**Pin placement**

Scale: 4 px per um. Pins as bars across the die edge, other pins in gray.
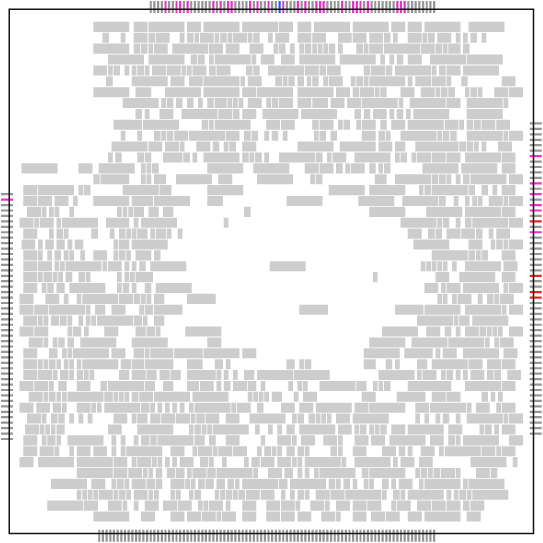
**Congestion heat map**

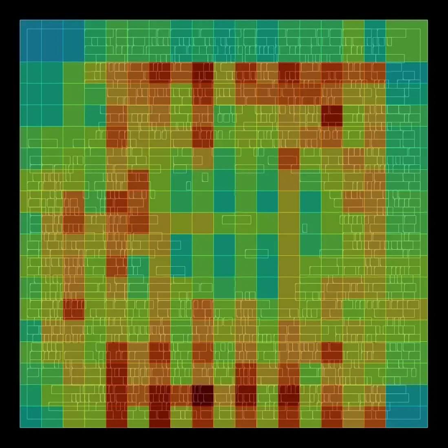
**Gate families picked out**

Scale: 2 px per um.
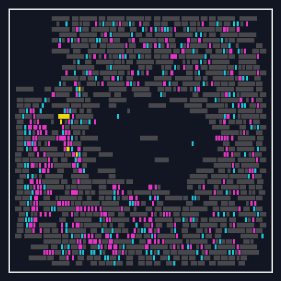
### config.mk
export PLATFORM = sky130hd
export DESIGN_NAME = mem_port_arbiter_flat
export DESIGN_NICKNAME = d
export VERILOG_FILES = /design/src/rtl/mem_port_arbiter_pkg.sv /design/src/rtl/mem_port_arbiter_if.sv /design/src/rtl/mem_port_arbiter.sv /design/src/flat_wrapper.sv
export SDC_FILE = /design/constraint.sdc
export NUM_CORES = 1
export LEC_CHECK = 0
export ABC_AREA = 1
export CAP_MARGIN = 20
export CORE_MARGIN = 2
export CORE_UTILIZATION = 38
export DETAILED_ROUTE_END_ITERATION = 12
export GPL_ROUTABILITY_DRIVEN = 0
export PLACE_DENSITY = 0.84
export REMOVE_ABC_BUFFERS = 1
export SYNTH_ARGS = -nofsm -noshare
export SYNTH_HDL_FRONTEND = slang
export SYNTH_SLANG_ARGS = --single-unit
### constraint.sdc
create_clock -name clk -period 1.7 [get_ports clk]
set_input_delay 0.255 -clock clk [delete_from_list [all_inputs] [get_ports clk]]
set_output_delay 0.255 -clock clk [all_outputs]
set_load 0.01 [all_outputs]
### src/rtl/mem_port_arbiter_pkg.sv
`default_nettype none
// ============================================================================
// Module  : mem_arb_pkg
// Brief   : Shared types for the IF/MEM main-memory port arbiter.
// Revision: 1.0 - initial release
// ============================================================================
package mem_arb_pkg;

    typedef enum logic [1:0] {
        IDLE   = 2'd0,
        I_BUSY = 2'd1,
        D_BUSY = 2'd2,
        DONE   = 2'd3
    } arb_state_t;

    typedef enum logic {
        REQ_I = 1'b0,
        REQ_D = 1'b1
    } requester_t;

endpackage
`default_nettype wire

### src/rtl/mem_port_arbiter_if.sv
`default_nettype none
// ============================================================================
// Module  : mem_port_arbiter_if
// Brief   : Pipeline imem/dmem ports plus the shared downstream memory port.
// Revision: 1.0 - initial release
// ============================================================================
interface mem_port_arbiter_if #(
    parameter int ADDR_W = 32,
    parameter int DATA_W = 32
);
    logic                  imem_read;
    logic [ADDR_W-1:0]     imem_addr;
    logic                  imem_resp;
    logic [DATA_W-1:0]     imem_rdata;

    logic                  dmem_read;
    logic                  dmem_write;
    logic [ADDR_W-1:0]     dmem_addr;
    logic [DATA_W-1:0]     dmem_wdata;
    logic [DATA_W/8-1:0]   dmem_wmask;
    logic                  dmem_resp;
    logic [DATA_W-1:0]     dmem_rdata;

    logic                  mem_read;
    logic                  mem_write;
    logic [ADDR_W-1:0]     mem_addr;
    logic [DATA_W-1:0]     mem_wdata;
    logic [DATA_W/8-1:0]   mem_wmask;
    logic                  mem_resp;
    logic [DATA_W-1:0]     mem_rdata;

    // Arbiter view
    modport slave (
        input  imem_read, imem_addr,
        input  dmem_read, dmem_write, dmem_addr, dmem_wdata, dmem_wmask,
        input  mem_resp, mem_rdata,
        output imem_resp, imem_rdata, dmem_resp, dmem_rdata,
        output mem_read, mem_write, mem_addr, mem_wdata, mem_wmask
    );

    // Environment view: pipeline requesters and downstream memory
    modport master (
        output imem_read, imem_addr,
        output dmem_read, dmem_write, dmem_addr, dmem_wdata, dmem_wmask,
        output mem_resp, mem_rdata,
        input  imem_resp, imem_rdata, dmem_resp, dmem_rdata,
        input  mem_read, mem_write, mem_addr, mem_wdata, mem_wmask
    );
endinterface
`default_nettype wire

### src/rtl/mem_port_arbiter.sv
`default_nettype none
// ============================================================================
// Module  : mem_port_arbiter
// Brief   : Round-robin arbiter sharing one memory port between IF and MEM.
// Revision: 1.0 - initial release
// ============================================================================
module mem_port_arbiter
    import mem_arb_pkg::*;
#(
    parameter int ADDR_W = 32,
    parameter int DATA_W = 32
) (
    input  wire logic              clk,
    input  wire logic              rst_n,
    mem_port_arbiter_if.slave      bus
);

    localparam int c_mask_w = DATA_W / 8;

    arb_state_t              r_state;
    arb_state_t              w_state_nxt;
    requester_t              r_last_grant;
    logic                    r_is_write;
    logic [ADDR_W-1:0]       r_addr;
    logic [DATA_W-1:0]       r_wdata;
    logic [c_mask_w-1:0]     r_wmask;
    logic [DATA_W-1:0]       r_imem_rdata;
    logic [DATA_W-1:0]       r_dmem_rdata;

    logic                    w_i_req;
    logic                    w_d_req;
    logic                    w_grant_d;
    logic                    w_grant_i;
    logic                    w_busy;
    logic                    w_mem_read;
    logic                    w_mem_write;
    logic                    w_imem_resp;
    logic                    w_dmem_resp;

    assign w_i_req   = bus.imem_read;
    assign w_d_req   = bus.dmem_read | bus.dmem_write;
    // On a tie the requester that did not win last time gets the port.
    assign w_grant_d = (r_state == IDLE) && w_d_req && (!w_i_req || (r_last_grant == REQ_I));
    assign w_grant_i = (r_state == IDLE) && w_i_req && !w_grant_d;
    assign w_busy    = (r_state == I_BUSY) || (r_state == D_BUSY);

    always_ff @(posedge clk or negedge rst_n) begin
        if (!rst_n) begin
            r_state <= IDLE;
        end else begin
            r_state <= w_state_nxt;
        end
    end

    always_comb begin
        w_state_nxt = r_state;
        unique case (r_state)
            IDLE: begin
                if (w_grant_d) begin
                    w_state_nxt = D_BUSY;
                end else if (w_grant_i) begin
                    w_state_nxt = I_BUSY;
                end
            end
            I_BUSY, D_BUSY: begin
                if (bus.mem_resp) begin
                    w_state_nxt = DONE;
                end
            end
            DONE:    w_state_nxt = IDLE;
            default: w_state_nxt = IDLE;
        endcase
    end

    always_comb begin
        w_mem_read  = 1'b0;
        w_mem_write = 1'b0;
        w_imem_resp = 1'b0;
        w_dmem_resp = 1'b0;
        unique case (r_state)
            I_BUSY:  w_mem_read  = 1'b1;
            D_BUSY: begin
                w_mem_read  = !r_is_write;
                w_mem_write = r_is_write;
            end
            DONE: begin
                w_imem_resp = (r_last_grant == REQ_I);
                w_dmem_resp = (r_last_grant == REQ_D);
            end
            default: ;
        endcase
    end

    // Request fields are captured once at grant; later input changes are ignored.
    always_ff @(posedge clk or negedge rst_n) begin
        if (!rst_n) begin
            r_last_grant <= REQ_I;
            r_is_write   <= 1'b0;
            r_addr       <= '0;
            r_wdata      <= '0;
            r_wmask      <= '0;
            r_imem_rdata <= '0;
            r_dmem_rdata <= '0;
        end else begin
            if (w_grant_d) begin
                r_last_grant <= REQ_D;
                r_is_write   <= bus.dmem_write;
                r_addr       <= bus.dmem_addr;
                r_wdata      <= bus.dmem_wdata;
                r_wmask      <= bus.dmem_write ? bus.dmem_wmask : '0;
            end else if (w_grant_i) begin
                r_last_grant <= REQ_I;
                r_is_write   <= 1'b0;
                r_addr       <= bus.imem_addr;
                r_wdata      <= '0;
                r_wmask      <= '0;
            end
            if (w_busy && bus.mem_resp) begin
                if (r_last_grant == REQ_I) begin
                    r_imem_rdata <= bus.mem_rdata;
                end else begin
                    r_dmem_rdata <= r_is_write ? '0 : bus.mem_rdata;
                end
            end
        end
    end

    assign bus.mem_read   = w_mem_read;
    assign bus.mem_write  = w_mem_write;
    assign bus.mem_addr   = r_addr;
    assign bus.mem_wdata  = r_wdata;
    assign bus.mem_wmask  = r_wmask;
    assign bus.imem_resp  = w_imem_resp;
    assign bus.imem_rdata = r_imem_rdata;
    assign bus.dmem_resp  = w_dmem_resp;
    assign bus.dmem_rdata = r_dmem_rdata;

    a_rw_exclusive: assert property (@(posedge clk) disable iff (!rst_n)
        !(bus.dmem_read && bus.dmem_write));
    a_resp_only_busy: assert property (@(posedge clk) disable iff (!rst_n)
        bus.mem_resp |-> w_busy);
    a_resp_onehot: assert property (@(posedge clk) disable iff (!rst_n)
        !(w_imem_resp && w_dmem_resp));
    a_strobe_onehot: assert property (@(posedge clk) disable iff (!rst_n)
        !(w_mem_read && w_mem_write));

endmodule
`default_nettype wire

### src/flat_wrapper.sv
// flat-port wrapper written by rule: the top's interface ports become plain ports
module mem_port_arbiter_flat import mem_arb_pkg::*;
#(
    parameter int ADDR_W = 32,
    parameter int DATA_W = 32
)
  (clk, rst_n, bus_imem_read, bus_imem_addr, bus_dmem_read, bus_dmem_write, bus_dmem_addr, bus_dmem_wdata, bus_dmem_wmask, bus_mem_resp, bus_mem_rdata, bus_imem_resp, bus_imem_rdata, bus_dmem_resp, bus_dmem_rdata, bus_mem_read, bus_mem_write, bus_mem_addr, bus_mem_wdata, bus_mem_wmask);
  mem_port_arbiter_if #(.ADDR_W(ADDR_W), .DATA_W(DATA_W)) bus_i ();
  input  wire logic clk;
  input  wire logic rst_n;
  input wire logic [$bits(bus_i.imem_read)-1:0] bus_imem_read;
  input wire logic [$bits(bus_i.imem_addr)-1:0] bus_imem_addr;
  input wire logic [$bits(bus_i.dmem_read)-1:0] bus_dmem_read;
  input wire logic [$bits(bus_i.dmem_write)-1:0] bus_dmem_write;
  input wire logic [$bits(bus_i.dmem_addr)-1:0] bus_dmem_addr;
  input wire logic [$bits(bus_i.dmem_wdata)-1:0] bus_dmem_wdata;
  input wire logic [$bits(bus_i.dmem_wmask)-1:0] bus_dmem_wmask;
  input wire logic [$bits(bus_i.mem_resp)-1:0] bus_mem_resp;
  input wire logic [$bits(bus_i.mem_rdata)-1:0] bus_mem_rdata;
  output wire logic [$bits(bus_i.imem_resp)-1:0] bus_imem_resp;
  output wire logic [$bits(bus_i.imem_rdata)-1:0] bus_imem_rdata;
  output wire logic [$bits(bus_i.dmem_resp)-1:0] bus_dmem_resp;
  output wire logic [$bits(bus_i.dmem_rdata)-1:0] bus_dmem_rdata;
  output wire logic [$bits(bus_i.mem_read)-1:0] bus_mem_read;
  output wire logic [$bits(bus_i.mem_write)-1:0] bus_mem_write;
  output wire logic [$bits(bus_i.mem_addr)-1:0] bus_mem_addr;
  output wire logic [$bits(bus_i.mem_wdata)-1:0] bus_mem_wdata;
  output wire logic [$bits(bus_i.mem_wmask)-1:0] bus_mem_wmask;
  assign bus_i.imem_read = bus_imem_read;
  assign bus_i.imem_addr = bus_imem_addr;
  assign bus_i.dmem_read = bus_dmem_read;
  assign bus_i.dmem_write = bus_dmem_write;
  assign bus_i.dmem_addr = bus_dmem_addr;
  assign bus_i.dmem_wdata = bus_dmem_wdata;
  assign bus_i.dmem_wmask = bus_dmem_wmask;
  assign bus_i.mem_resp = bus_mem_resp;
  assign bus_i.mem_rdata = bus_mem_rdata;
  assign bus_imem_resp = bus_i.imem_resp;
  assign bus_imem_rdata = bus_i.imem_rdata;
  assign bus_dmem_resp = bus_i.dmem_resp;
  assign bus_dmem_rdata = bus_i.dmem_rdata;
  assign bus_mem_read = bus_i.mem_read;
  assign bus_mem_write = bus_i.mem_write;
  assign bus_mem_addr = bus_i.mem_addr;
  assign bus_mem_wdata = bus_i.mem_wdata;
  assign bus_mem_wmask = bus_i.mem_wmask;
  mem_port_arbiter #(.ADDR_W(ADDR_W), .DATA_W(DATA_W)) u_core (.clk(clk), .rst_n(rst_n), .bus(bus_i));
endmodule
==> results.yml <==
# implementation run metrics
cts:
  cts_tree: "built"
  clk_latency_ns: 0.42
  ctsHoldBuffers: 1
  htreeDepth: 4
  clock-sinks: 136
  root_buffer: "clkbuf_16"
  post_cts.repair.setup_buffers: 0
  cts.reportedPaths.clkPinSlew_ns: 0.07
  cts_buffers: 17
worst_setup_path:
  cp.required_ns: 1.44
  cp-endpoint: "bus_mem_read"
  path_buffers: 2
  r2r_cells: 8
  path_depth: 5
  timing.critical_path.cells: "buf_4 -> ha_2 -> a21oi_2 -> nor2_1 -> buf_2"
final_layout:
  n_antenna_cell: 0
  final_cell_mix: "268 x clkdlybuf4s50_1, 185 x nand2_1, 171 x inv_1"
final_timing:
  finalCritPeriodShare_pct: 102
  fin_crit_ns: 1.74
  whs_ns: 0.324
  slew_headroom_pct: 73.5
  finalHoldViolCount: 0
  rsz0062_at_grt: "true"
  worst_slack_ns: -0.0409
  fmax_ghz: 0.574
  tightest_slew_ns: 0.397
  finClkSkew_ns: 0.00828
  setup_viol: 1
global_route:
  met2_usage_pct: 36.9
  antenna_found_initial: 0
  grt_pass1_wl_mm: 28.6
  grt_pass1_vias: 5771
routing:
  drc: 0
  firstDrtPassIters: 5
  postRouteWirelength_mm: 18.7
  met1_length_mm: 7.36
  avgViaCountPerCell: 4.65
  antenna_left: 0
  vias: 5925
placement:
  placed_cell_area_um2: 9350
  dp.cells: 1236
  place_ws_ns: -0.0538
synth:
  most_common_cell: "nand2_1"
  syn-cell-area_um2: 6100
  yosys_cells: 754
  ys_seq_share_pct: 55.8
  synth-adder-area-share_pct: 1.03
  aoi_share_pct: 11.0
  synth_flop_count: 136
  synth_cell_types: 20
  ys_sh_simple_pct: 18.5
  yosys-top-cells-count: "185 x nand2_1, 174 x inv_1, 136 x dfrtp_1"
die:
  ios: 274
  dieArea_um2: 17100
  initial_utilization_pct: 38.7
power_and_ir_drop:
  leakage_nw: 4.96
  ir_drop_uv: 936
worst_hold_path:
  hp-class: "input pin to async pin"
outcome:
  violations: "negative setup slack"
  outcome: "finished, violations left"
Back to the opening pictures, 'pin placement':
Magenta marks `bus_mem_rdata`, pins 32, direction input, edge 25 north, 6 east, 1 west. Blue marks `bus_mem_write`, pins 1, direction output, edge north. Red marks `bus_dmem_wmask`, pins 4, direction input, edge east.
die y size: 131 um
Port Buf Inserts: 273
die width: 131 um

Back to the opening pictures, 'congestion heat map':
gr busiest metal: met2
Tot GR Track Use: 21.4%
met1 usage: 25.0%
final design utilization: 63.7%

Back to the opening pictures, 'gate families picked out':
Cyan marks inverters, cells 176, most used inv_1, where spread over the die. Magenta marks NAND gates, cells 257, most used nand2_1, where spread over the die. Yellow marks NOR gates, cells 5, most used nor2_1, where west.
dominant logic cell type in the layout: clkdlybuf4s50_1
logic share of the area: 19.2%
non-filler instance count after layout: 1,273

==> report_power, final <==
group          switching, mW  leakage (nW)  internal [mW]  total, mW
clock                   1.52         0.288           2.24       3.76
sequential             0.797          1.70           4.71       5.51
combinational           4.28          2.97           4.40       8.68
==> per-stage QoR <==
step / setup TNS [ns] / total power [mW]
CTS: -0.0384 / 17.9
global route: -0.203 / 19.2
detailed placement: -0.0538 / 14.0
floorplan: -110.63 / 8.91
finish: -0.0409 / 17.9
global placement: -0.0175 / 13.7
==> final cells by class <==
class                           count  area, um2
Fill cell                        1282       5720
Sequential cell                   136       3400
Timing Repair Buffer              313       3180
Multi-Input combinational cell    400       1930
Inverter                          176        661
Clock buffer                       18        439
Tap cell                          216        270
Clock inverter                     14        163
Power and IR drop assume default switching activity.
